File: config.mk
export PLATFORM = sky130hd
export DESIGN_NAME = siso_tx_scheduler_flat
export DESIGN_NICKNAME = d
export VERILOG_FILES = /design/src/rtl/siso_tx_scheduler_if.sv /design/src/rtl/siso_tx_scheduler.sv /design/src/flat_wrapper.sv
export SDC_FILE = /design/constraint.sdc
export NUM_CORES = 1
export LEC_CHECK = 0
export ABC_AREA = 1
export CORE_UTILIZATION = 42
export CTS_CLUSTER_SIZE = 24
export DETAILED_ROUTE_END_ITERATION = 16
export PLACE_DENSITY = 0.76
export SYNTH_ARGS = -nofsm -noshare
export SYNTH_HDL_FRONTEND = slang
export SYNTH_SLANG_ARGS = --single-unit
File: constraint.sdc
create_clock -name clk -period 3.23 [get_ports clk]
set_input_delay 0.646 -clock clk [delete_from_list [all_inputs] [get_ports clk]]
set_output_delay 0.646 -clock clk [all_outputs]
set_load 0.01 [all_outputs]
File: src/rtl/siso_tx_scheduler_if.sv
// siso_tx_scheduler_if: requester words in, serial frame and status out
interface siso_tx_scheduler_if #(
  parameter int N_REQ = 4,
  parameter int WIDTH = 32
);
  logic [N_REQ-1:0]         req_valid;
  logic [N_REQ-1:0]         req_ready;
  logic [N_REQ*WIDTH-1:0]   req_data;
  logic [N_REQ-1:0]         req_dir;
  logic                     shift_en;
  logic                     ser_out;
  logic                     ser_valid;
  logic                     ser_sof;
  logic                     ser_eof;
  logic                     busy;
  logic [$clog2(N_REQ)-1:0] grant_id;
  logic [N_REQ-1:0]         done;
  modport master (
    output req_valid, req_data, req_dir, shift_en,
    input  req_ready, ser_out, ser_valid, ser_sof, ser_eof, busy, grant_id, done
  );
  modport slave (
    input  req_valid, req_data, req_dir, shift_en,
    output req_ready, ser_out, ser_valid, ser_sof, ser_eof, busy, grant_id, done
  );
endinterface

File: src/rtl/siso_tx_scheduler.sv
// siso_tx_scheduler: round-robin shares one serial shifter among parallel-word requesters
module siso_tx_scheduler #(
  parameter int N_REQ = 4,
  parameter int WIDTH = 32,
  parameter int GAP   = 2
) (
  input logic             clk,
  input logic             rst,
  siso_tx_scheduler_if.slave bus
);
  localparam int IW = $clog2(N_REQ);
  localparam int CW = $clog2(WIDTH);
  localparam int GW = GAP > 1 ? $clog2(GAP) : 1;
  localparam logic [GW-1:0] GLAST = GW'(GAP > 0 ? GAP - 1 : 0);
  typedef enum logic [1:0] {IDLE, SHIFT, GAP_WAIT} state_t;
  state_t state, state_nx;
  logic [WIDTH-1:0] shreg;
  logic [CW-1:0]    cnt;
  logic [GW-1:0]    gcnt;
  logic [IW-1:0]    ptr, gid, win;
  logic             dir, any, fire, sv, last, eof;
  // later loop iterations win, so the search from ptr+1 ends with highest priority
  always_comb begin
    win = '0;
    any = 1'b0;
    for (int k = N_REQ; k >= 1; k--)
      if (bus.req_valid[(int'(ptr) + k) % N_REQ]) begin
        win = IW'((int'(ptr) + k) % N_REQ);
        any = 1'b1;
      end
  end
  assign fire = state == IDLE && any && rst;
  assign sv   = state == SHIFT && bus.shift_en;
  assign last = cnt == CW'(WIDTH - 1);
  assign eof  = sv && last;
  always_comb begin
    state_nx = state;
    case (state)
      IDLE:     state_nx = fire ? SHIFT : IDLE;
      SHIFT:    state_nx = eof ? (GAP > 0 ? GAP_WAIT : IDLE) : SHIFT;
      GAP_WAIT: state_nx = gcnt == GLAST ? IDLE : GAP_WAIT;
      default:  state_nx = IDLE;
    endcase
  end
  always_ff @(posedge clk or negedge rst)
    if (!rst) begin
      state <= IDLE;
      shreg <= '0;
      cnt   <= '0;
      gcnt  <= '0;
      dir   <= 1'b0;
      gid   <= '0;
      ptr   <= IW'(N_REQ - 1);
    end else begin
      state <= state_nx;
      gcnt  <= state == GAP_WAIT ? gcnt + 1'b1 : '0;
      if (fire) begin
        shreg <= bus.req_data[win*WIDTH +: WIDTH];
        dir   <= bus.req_dir[win];
        gid   <= win;
        ptr   <= win;
        cnt   <= '0;
      end else if (sv) begin
        shreg <= dir ? shreg << 1 : shreg >> 1;
        cnt   <= last ? '0 : cnt + 1'b1;
      end
    end
  assign bus.req_ready = fire ? N_REQ'(1) << win : '0;
  assign bus.ser_valid = sv;
  assign bus.ser_out   = sv && (dir ? shreg[WIDTH-1] : shreg[0]);
  assign bus.ser_sof   = sv && cnt == '0;
  assign bus.ser_eof   = eof;
  assign bus.busy      = state != IDLE;
  assign bus.grant_id  = gid;
  assign bus.done      = eof ? N_REQ'(1) << gid : '0;
endmodule
File: src/flat_wrapper.sv
// flat-port wrapper written by rule: the top's interface ports become plain ports
module siso_tx_scheduler_flat 
#(
  parameter int N_REQ = 4,
  parameter int WIDTH = 32,
  parameter int GAP   = 2
)
  (clk, rst, bus_req_valid, bus_req_data, bus_req_dir, bus_shift_en, bus_req_ready, bus_ser_out, bus_ser_valid, bus_ser_sof, bus_ser_eof, bus_busy, bus_grant_id, bus_done);
  siso_tx_scheduler_if #(.N_REQ(N_REQ), .WIDTH(WIDTH)) bus_i ();
  input logic clk;
  input logic rst;
  input wire logic [$bits(bus_i.req_valid)-1:0] bus_req_valid;
  input wire logic [$bits(bus_i.req_data)-1:0] bus_req_data;
  input wire logic [$bits(bus_i.req_dir)-1:0] bus_req_dir;
  input wire logic [$bits(bus_i.shift_en)-1:0] bus_shift_en;
  output wire logic [$bits(bus_i.req_ready)-1:0] bus_req_ready;
  output wire logic [$bits(bus_i.ser_out)-1:0] bus_ser_out;
  output wire logic [$bits(bus_i.ser_valid)-1:0] bus_ser_valid;
  output wire logic [$bits(bus_i.ser_sof)-1:0] bus_ser_sof;
  output wire logic [$bits(bus_i.ser_eof)-1:0] bus_ser_eof;
  output wire logic [$bits(bus_i.busy)-1:0] bus_busy;
  output wire logic [$bits(bus_i.grant_id)-1:0] bus_grant_id;
  output wire logic [$bits(bus_i.done)-1:0] bus_done;
  assign bus_i.req_valid = bus_req_valid;
  assign bus_i.req_data = bus_req_data;
  assign bus_i.req_dir = bus_req_dir;
  assign bus_i.shift_en = bus_shift_en;
  assign bus_req_ready = bus_i.req_ready;
  assign bus_ser_out = bus_i.ser_out;
  assign bus_ser_valid = bus_i.ser_valid;
  assign bus_ser_sof = bus_i.ser_sof;
  assign bus_ser_eof = bus_i.ser_eof;
  assign bus_busy = bus_i.busy;
  assign bus_grant_id = bus_i.grant_id;
  assign bus_done = bus_i.done;
  siso_tx_scheduler #(.N_REQ(N_REQ), .WIDTH(WIDTH), .GAP(GAP)) u_core (.clk(clk), .rst(rst), .bus(bus_i));
endmodule
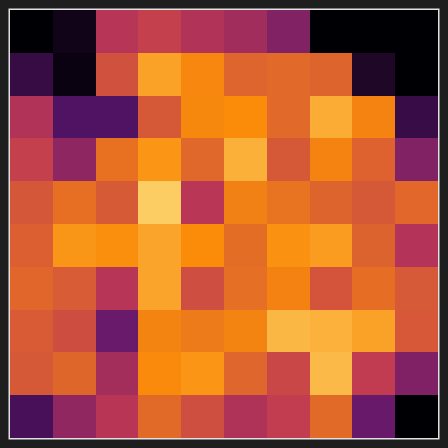
*Local utilization, run 1*
10 x 10 tiles, from black (low) to pale yellow (high), 0 to 100% covered.
The mean over all tiles is 55%. 6.0% of the tiles are nearly empty. The fullest tile reaches 89%. 17% of the tiles are over 75% full.

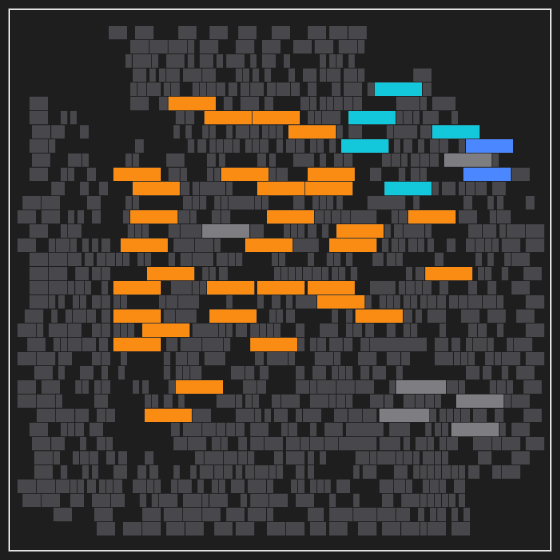
*Register map, names as in the netlist, run 1*
Other sequential cells in the stronger gray, the rest of the logic in the fainter gray.
Key: u_core.shreg = orange [placed flops 32]; u_core.cnt = cyan [placed flops 5, where north-east]; u_core.state = blue [placed flops 2]
Another 6 sequential cells are not colored.
sequential power: 1.03 mW
final core occ: 0.611

==> impl_metrics.toml, run 1 <==
# flow metrics
[job]
warnings = 27
maxCapViolCount = 0

[detailed_routing]
finalWirelength_um = 12500
met2_length_um = 6370
met3_length_um = 735
antenna_left = 0
drtPass1Iterations = 5
top_layer = "met4"
num_vias = 4853
wl_met1_um = 5090
drc_errors = 0
detail_route.iter0.violations = 229
viasPerCell = 5.03

[power]
p_comb_frac = 0.702
clockPowerShare = 0.090
power.group.top = "combinational cells"
switching_power_mw = 2.55
powerDensity_nw_per_um2 = 819
vdd_drop_max_mv = 0.632
comb-power_mw = 3.48
pg_clk_mw = 0.446
p_int_mw = 2.41
power.static_leakage_nw = 3.05
netSwitchingFraction = 0.514
seq_power_share = 0.208

[synthesis]
largest_area_cell = "dfrtp_1"
ys_cells = 697
topCellsByArea = "dfrtp_1, nand2_1, inv_1, nand3_1, nand3b_1"
ys_top_cells_by_count = "nand2_1, inv_1, nand3_1, nand3b_1, dfrtp_1"
synth_cell_types = 31
synth-seq-area-share = 0.260
synthXorXnorAreaFrac = 0
synth-edff-count = 0
yosysChipArea_um2 = 4340
most_common_cell = "nand2_1"
ys.flop_type = "dfrtp_1"
yosys-mux-area-fraction = 0.0361
yosys_warnings = 0
yosys.area.top_type_share = 0.248
avgSynthCellArea_um2 = 6.22
syn_area_um2 = 4340
ys_sh_adder = 0.00866
async_flop_share = 1.00
syn-num-nets = 839
ys_ff = 45
logic_family = "simple AND/OR/NAND/NOR gates"
ys_sh_simple = 0.432
syn_inst = 697
synthAoiAreaFrac = 0.0759

[setup_path]
max_stage_delay_ns = 0.56
start_kind = "flop"
crit_path_top_delay_cell = "clkdlybuf4s50_1"
crit_fanout = 6
critPathKind = "flop to primary output"
critical_path_buf_inv_count = 4
arrival_ns = 2.33
reg2reg_depth = 11
end_kind = "primary output"
cp_top_family = "buffers and inverters"
r2r-start = "u_core.ptr[0]$_DFFE_PN1P_"
startpoint = "u_core.cnt[0]$_DFFE_PN0P_"
reg2reg_to = "u_core.cnt[4]$_DFFE_PN0P_"
cp_num_cells = 9
cp-endpoint = "bus_done[3]"
path_cells = "ha_1, inv_1, nor3_1, ha_1, inv_1, nor2_1, inv_2, nor3_1, clkdlybuf4s50_1"
crit_required_ns = 2.58
rrSetupSlack_ns = 0.55

[layout]
nets = 972
area_delta_synth_final_pct = 39.7
lay_top_count = "nand2_1"
num_antenna_cells = 0
final_cell_mix = "nand2_1, inv_1, clkdlybuf4s50_1"
drive_gt1_frac = 0.0698

[floorplan]
dieArea_um2 = 10700
die_w_um = 104
die-height_um = 104
floorplan.core_util = 0.438
num_io_pins = 154

[placed_design]
dpl.hpwl_um = 9430
place_area_um2 = 5930
pre_cts_ws_ns = 0.00734
portBuffers = 153
gp_congestion = 0.860

[global_route]
grt_pass1_vias = 4714
gr-total-overflow = 0
antenna_found_initial = 0
met2_usage = 0.447
grtUsageMet1 = 0.286
grt_max_degree = 66
use_met3 = 0.0315
grt_pass1_wl_um = 21600
grt_usage = 0.241

[sta]
finalClockSkew_ns = 0.00501
rsz0062_at_grt = "false"
setup_tns_ns = 0
post-route-min-period_ns = 2.98
fmax_ghz = 0.336
fin_crit_sh = 0.923
slew_violations = 0
whs_ns = 0.444
fin_ws_ns = 0.250
slew_headroom = 0.550
setup_viol = 0
finalHoldViolations = 0
tightest_slew_ns = 0.674

[clock_network]
ctsResizeCount = 2
post-cts-setup-buffers = 0
cts_root_buf = "clkbuf_8"
cts_tree = "yes"
path_clk_slew_ns = 0.09
htreeDepth = 2
ctsHoldBuffers = 0
cts_made_buffers = 5
worstSkewPairLatency_ns = 0.30
clk_path_buf_depth = 2
clock_sinks = 45

[run_status]
outcome = "finished, final reports clean"

[worst_hold_path]
hold_path.class = "input pin to asynchronous set/reset pin"
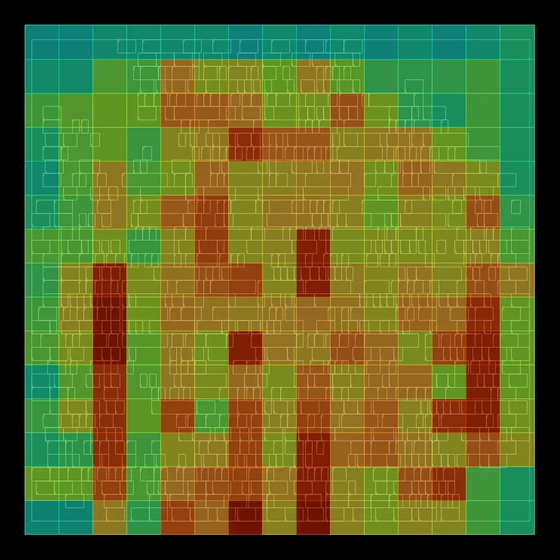
*Routing congestion, run 1*
gr busiest metal: met2
Avg WL per Cell: 13.0 um

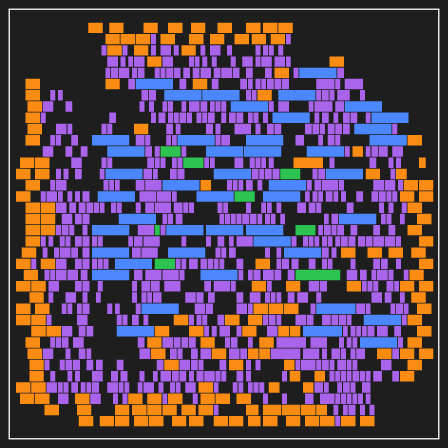
*Cell classes on the final placement, run 1*
Key: sequential cells = blue [cells 45, share of their area 19%]; remaining buffers and delay cells = orange [cells 167, share of their area 28%]; remaining logic cells = purple [cells 611, share of their area 51%]; clock drivers and dummy loads = green [cells 8, share of their area 2.0%]
final instance area: 6060 um^2
num rows: 36
area of the core: 9910 um^2
fraction of area in registers: 0.186

-- run 1: final cells by class --
type                            instances  area [um^2]
Multi-Input combinational cell        454         2410
Inverter                              157          589
Clock inverter                          1         30.0
Timing Repair Buffer                  167         1650
Sequential cell                        45         1130
Clock buffer                            7         86.3
Fill cell                             962         3850
Tap cell                              133          166
-- run 1: stage by stage --
stage / std cells / util / power [mW]
detailed placement: 956 / 0.599 / 4.50
global route: 964 / 0.611 / 5.53
finish: 964 / 0.611 / 4.96
CTS: 964 / 0.610 / 4.96
global placement: 956 / 0.599 / 4.40
floorplan: 697 / - / 3.68
-- run 1: flip-flops by register name (all words and copies together), names as in the netlist --
register / cells
u_core.bus.grant_id: 2
u_core.cnt: 5
u_core.dir: 1
u_core.gcnt: 1
u_core.ptr: 2
u_core.shreg: 32
u_core.state: 2
==> inputs of run 2 (changes only) <==
--- a/config.mk
+++ b/config.mk
@@ -10,6 +10,7 @@
 export CTS_CLUSTER_SIZE = 24
 export DETAILED_ROUTE_END_ITERATION = 16
 export PLACE_DENSITY = 0.76
+export SLEW_MARGIN = 0
 export SYNTH_ARGS = -nofsm -noshare
 export SYNTH_HDL_FRONTEND = slang
 export SYNTH_SLANG_ARGS = --single-unit
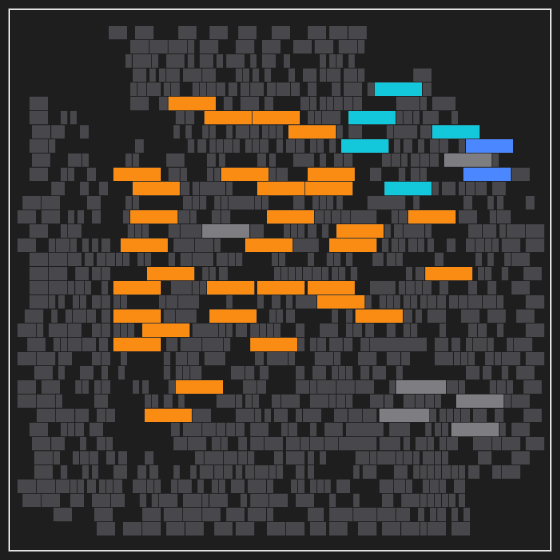
*Register map, names as in the netlist, run 2*
Other sequential cells in the stronger gray, the rest of the logic in the fainter gray.
Flop area: 1130 um^2

==> run 2 against run 1 <==
Effect of this change: clock power about the same; largest power group unchanged; total power is the same; via count unchanged; hold slack stayed put; combinational power is essentially flat; flip-flop count stayed put.
==> impl_metrics.toml, run 2 <==
# flow metrics
[global_route]
met2_usage = 0.447
grt_max_degree = 66
grt_pass1_vias = 4714
gr-max-usage-layer = "met2"
antenna_found_initial = 0
grt_usage = 0.241
grt_pass1_wl_um = 21600
grtUsageMet1 = 0.286
use_met3 = 0.0315
gr-total-overflow = 0

[detailed_routing]
met3_length_um = 735
finalWirelength_um = 12500
drc_errors = 0
viasPerCell = 5.03
antenna_left = 0
wl_per_cell_um = 13.0
met2_length_um = 6370
num_vias = 4853
drtPass1Iterations = 5
detail_route.iter0.violations = 229
wl_met1_um = 5090
top_layer = "met4"

[setup_path]
max_stage_delay_ns = 0.56
end_kind = "primary output"
critPathKind = "flop to primary output"
path_cells = "ha_1, inv_1, nor3_1, ha_1, inv_1, nor2_1, inv_2, nor3_1, clkdlybuf4s50_1"
critical_path_buf_inv_count = 4
start_kind = "flop"
r2r-start = "u_core.ptr[0]$_DFFE_PN1P_"
startpoint = "u_core.cnt[0]$_DFFE_PN0P_"
cp_num_cells = 9
crit_path_top_delay_cell = "clkdlybuf4s50_1"
reg2reg_depth = 11
cp-endpoint = "bus_done[3]"
reg2reg_to = "u_core.cnt[4]$_DFFE_PN0P_"
crit_required_ns = 2.58
cp_top_family = "buffers and inverters"
arrival_ns = 2.33
rrSetupSlack_ns = 0.55
crit_fanout = 6

[clock_network]
worstSkewPairLatency_ns = 0.30
path_clk_slew_ns = 0.09
cts_tree = "yes"
post-cts-setup-buffers = 0
clock_sinks = 45
clk_path_buf_depth = 2
ctsResizeCount = 2
htreeDepth = 2
cts_root_buf = "clkbuf_8"
cts_made_buffers = 5
ctsHoldBuffers = 0

[layout]
largest_reg_flops = 32
nets = 972
logic_area_um2 = 2410
final_util = 0.611
fill_cells = 962
lay_top_count = "nand2_1"
regMostFlops = "u_core.shreg"
stdcell_area_um2 = 6060
num_antenna_cells = 0
finalNonFillerCells = 964
area_delta_synth_final_pct = 39.7
reg_top3 = "u_core.shreg: 32 flops, u_core.cnt: 5 flops"
drive_gt1_frac = 0.0698
final_cell_mix = "nand2_1, inv_1, clkdlybuf4s50_1"

[sta]
finalHoldViolations = 0
tightest_slew_ns = 0.674
setup_tns_ns = 0
slew_headroom = 0.550
slew_violations = 0
fmax_ghz = 0.336
fin_ws_ns = 0.250
fin_crit_sh = 0.923
post-route-min-period_ns = 2.98
rsz0062_at_grt = "false"
whs_ns = 0.444
finalClockSkew_ns = 0.00501
setup_viol = 0

[synthesis]
yosysChipArea_um2 = 4340
synth-edff-count = 0
ys.flop_type = "dfrtp_1"
logic_family = "simple AND/OR/NAND/NOR gates"
ys_ff = 45
yosys-mux-area-fraction = 0.0361
largest_area_cell = "dfrtp_1"
yosys.area.top_type_share = 0.248
yosys_warnings = 0
async_flop_share = 1.00
ys_cells = 697
synth-seq-area-share = 0.260
synthXorXnorAreaFrac = 0
synth_cell_types = 31
synthAoiAreaFrac = 0.0759
syn_inst = 697
most_common_cell = "nand2_1"
ys_top_cells_by_count = "nand2_1, inv_1, nand3_1, nand3b_1, dfrtp_1"
ys_sh_simple = 0.432
topCellsByArea = "dfrtp_1, nand2_1, inv_1, nand3_1, nand3b_1"
syn-num-nets = 839
avgSynthCellArea_um2 = 6.22
ys_sh_adder = 0.00866
syn_area_um2 = 4340

[floorplan]
core_area_um2 = 9910
dieArea_um2 = 10700
rows = 36
floorplan.core_util = 0.438
die-height_um = 104
die_w_um = 104
num_io_pins = 154

[power]
power.static_leakage_nw = 3.05
vdd_drop_max_mv = 0.632
power_mw = 4.96
powerDensity_nw_per_um2 = 819

[placed_design]
portBuffers = 153
gp_congestion = 0.860
dpl.hpwl_um = 9430
pre_cts_ws_ns = 0.00734
place_inst = 956
place_area_um2 = 5930

[run_status]
outcome = "finished, final reports clean"

[worst_hold_path]
hold_path.class = "input pin to asynchronous set/reset pin"

[job]
maxCapViolCount = 0
warnings = 27
-- run 2: report_power, final --
group | internal, mW | total, mW | switching [mW]
combinational | 1.32 | 3.48 | 2.17
clock | 0.252 | 0.446 | 0.193
sequential | 0.842 | 1.03 | 0.190
-- run 2: cells by family (layout without fill, tap and decap cells) --
kind of cell	Yosys count	after routing
adders and majority gates	3	3
AOI/OAI and AO/OA	61	61
and+or+nand+nor	376	376
DFF	45	45
buffers and inverters	198	332
muxes	14	14
-- run 2: area by class of cell --
type | count | area share
Clock buffer | 7 | 0.0143
Clock inverter | 1 | 0.00496
Inverter | 157 | 0.0973
Multi-Input combinational cell | 454 | 0.398
Sequential cell | 45 | 0.186
Tap cell | 133 | 0.0275
Timing Repair Buffer | 167 | 0.272
==> inputs of run 3 (changes only) <==
--- a/config.mk
+++ b/config.mk
@@ -9,7 +9,8 @@
 export CORE_UTILIZATION = 42
 export CTS_CLUSTER_SIZE = 24
 export DETAILED_ROUTE_END_ITERATION = 16
-export PLACE_DENSITY = 0.76
+export PLACE_DENSITY = 0.79
+export REMOVE_ABC_BUFFERS = 1
 export SLEW_MARGIN = 0
 export SYNTH_ARGS = -nofsm -noshare
 export SYNTH_HDL_FRONTEND = slang
==> constraint.sdc (replaced) <==
create_clock -name clk -period 2.4 [get_ports clk]
set_input_delay 0.48 -clock clk [delete_from_list [all_inputs] [get_ports clk]]
set_output_delay 0.48 -clock clk [all_outputs]
set_load 0.01 [all_outputs]
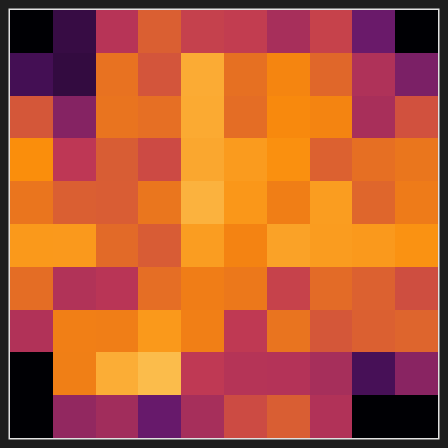
*Local utilization, run 3*
10 x 10 tiles, from black (low) to pale yellow (high), 0 to 100% covered.
Init Core Util: 0.438
final core occ: 0.632

==> run 3 against run 2 <==
Effect of this change: the run now ends with setup timing left; die area stayed put; area after synthesis stayed put; register-to-register slack worse by 0.48 ns; critical path depth is 3 higher.
==> impl_metrics.toml, run 3 <==
# flow metrics
[detailed_routing]
antenna_left = 0
drtPass1Iterations = 5
drc_errors = 0
num_vias = 4796
met3_length_um = 512
met2_length_um = 6390
wl_met1_um = 5590
viasPerCell = 4.87
top_layer = "met4"
wl_per_cell_um = 13.0

[sta]
rsz0062_at_grt = "true"
fin_crit_sh = 1.02
slew_headroom = 0.619
finalHoldViolations = 0
setup_viol = 4
fin_ws_ns = -0.0529
tightest_slew_ns = 0.571
finalClockSkew_ns = 0.00819
post-route-min-period_ns = 2.45
slew_violations = 0
whs_ns = 0.295
setup_tns_ns = -0.200

[synthesis]
logic_family = "simple AND/OR/NAND/NOR gates"
avgSynthCellArea_um2 = 6.22
yosys.area.top_type_share = 0.248
synthXorXnorAreaFrac = 0
topCellsByArea = "dfrtp_1, nand2_1, inv_1, nand3_1, nand3b_1"
synth_cell_types = 31
yosysChipArea_um2 = 4340
ys.flop_type = "dfrtp_1"
syn_area_um2 = 4340
most_common_cell = "nand2_1"
ys_top_cells_by_count = "nand2_1, inv_1, nand3_1, nand3b_1, dfrtp_1"
ys_ff = 45
yosys-mux-area-fraction = 0.0361
syn_inst = 697
ys_cells = 697
synth-seq-area-share = 0.260
ys_sh_simple = 0.432
yosys_warnings = 0

[setup_path]
cp-endpoint = "bus_req_ready[3]"
critical_path_buf_inv_count = 3
r2r-start = "u_core.ptr[0]$_DFFE_PN1P_"
path_cells = "buf_6, nand2_1, nand2_2, nand2_2, nand2_2, nor2_4, nand3_2, nand2_4, nor2_8, inv_2, nor2_1, buf_2"
crit_path_top_delay_cell = "dfstp_2"
cp_top_family = "simple AND/OR/NAND/NOR gates"
rrSetupSlack_ns = 0.07
reg2reg_depth = 15
crit_required_ns = 1.92
critPathKind = "flop to primary output"
cp_num_cells = 12
start_kind = "flop"
crit_fanout = 5
max_stage_delay_ns = 0.62
reg2reg_to = "u_core.shreg[17]$_DFFE_PN0P_"
end_kind = "primary output"

[power]
pg_clk_mw = 0.452
power.static_leakage_nw = 3.15
comb-power_mw = 5.13
clockPowerShare = 0.065
power_mw = 6.99
vdd_drop_max_mv = 1.27
power.group.top = "combinational cells"
powerDensity_nw_per_um2 = 1120
powerSeq_mw = 1.41
p_int_mw = 3.35
netSwitchingFraction = 0.522
switching_power_mw = 3.65
seq_power_share = 0.202

[clock_network]
cts_made_buffers = 5
clock_sinks = 45
worstSkewPairLatency_ns = 0.30
cts_tree = "yes"
path_clk_slew_ns = 0.08

[global_route]
antenna_found_initial = 0
grt_pass1_vias = 4664
grt_usage = 0.238
gr-total-overflow = 0
grt_pass1_wl_um = 21000
grt_max_degree = 68

[job]
maxCapViolCount = 0
warnings = 28

[layout]
area_delta_synth_final_pct = 44.4
num_antenna_cells = 0
final_cell_mix = "nand2_1, inv_1, clkdlybuf4s50_1"
regMostFlops = "u_core.shreg"
fill_cells = 920
lay_top_count = "nand2_1"
nets = 992
largest_reg_flops = 32
drive_gt1_frac = 0.129
stdcell_area_um2 = 6260
reg_top3 = "u_core.shreg: 32 flops, u_core.cnt: 5 flops"

[placed_design]
place_inst = 971
portBuffers = 153
dpl.hpwl_um = 8940
pre_cts_ws_ns = -0.479
place_area_um2 = 6060

[floorplan]
die_w_um = 104
num_io_pins = 154
rows = 36
die-height_um = 104
dieArea_um2 = 10700
core_area_um2 = 9910

[worst_hold_path]
hold_path.class = "input pin to asynchronous set/reset pin"

[run_status]
violations = "setup timing"
outcome = "finished with violations"
run 3: area by class of cell:
cell class                      instances  area, um^2  area share
Tap cell                              133         166      0.0266
Multi-Input combinational cell        454        2500       0.399
Clock inverter                          2        10.0     0.00160
Sequential cell                        45        1130       0.180
Timing Repair Buffer                  187        1790       0.286
Clock buffer                            6        72.6      0.0116
Inverter                              157         593      0.0947
run 3: what timing repair did:
item / in CTS / in global routing
endpoints found under the setup margin: 46 / 45
hold buffers: 0 / 0
endpoints found under the hold margin: 0 / 0
pin swaps: 6 / 8
buffers inserted: 4 / 1
resized: 56 / 21
run 3: metal layers:
layer / up-vias / GRT usage
met4: 0 / 0.0890
met2: 125 / 0.445
li1: 2485 / -
met3: 20 / 0.0239
met5: - / 0
met1: 2166 / 0.280
Power is estimated from default activity; no workload was simulated.
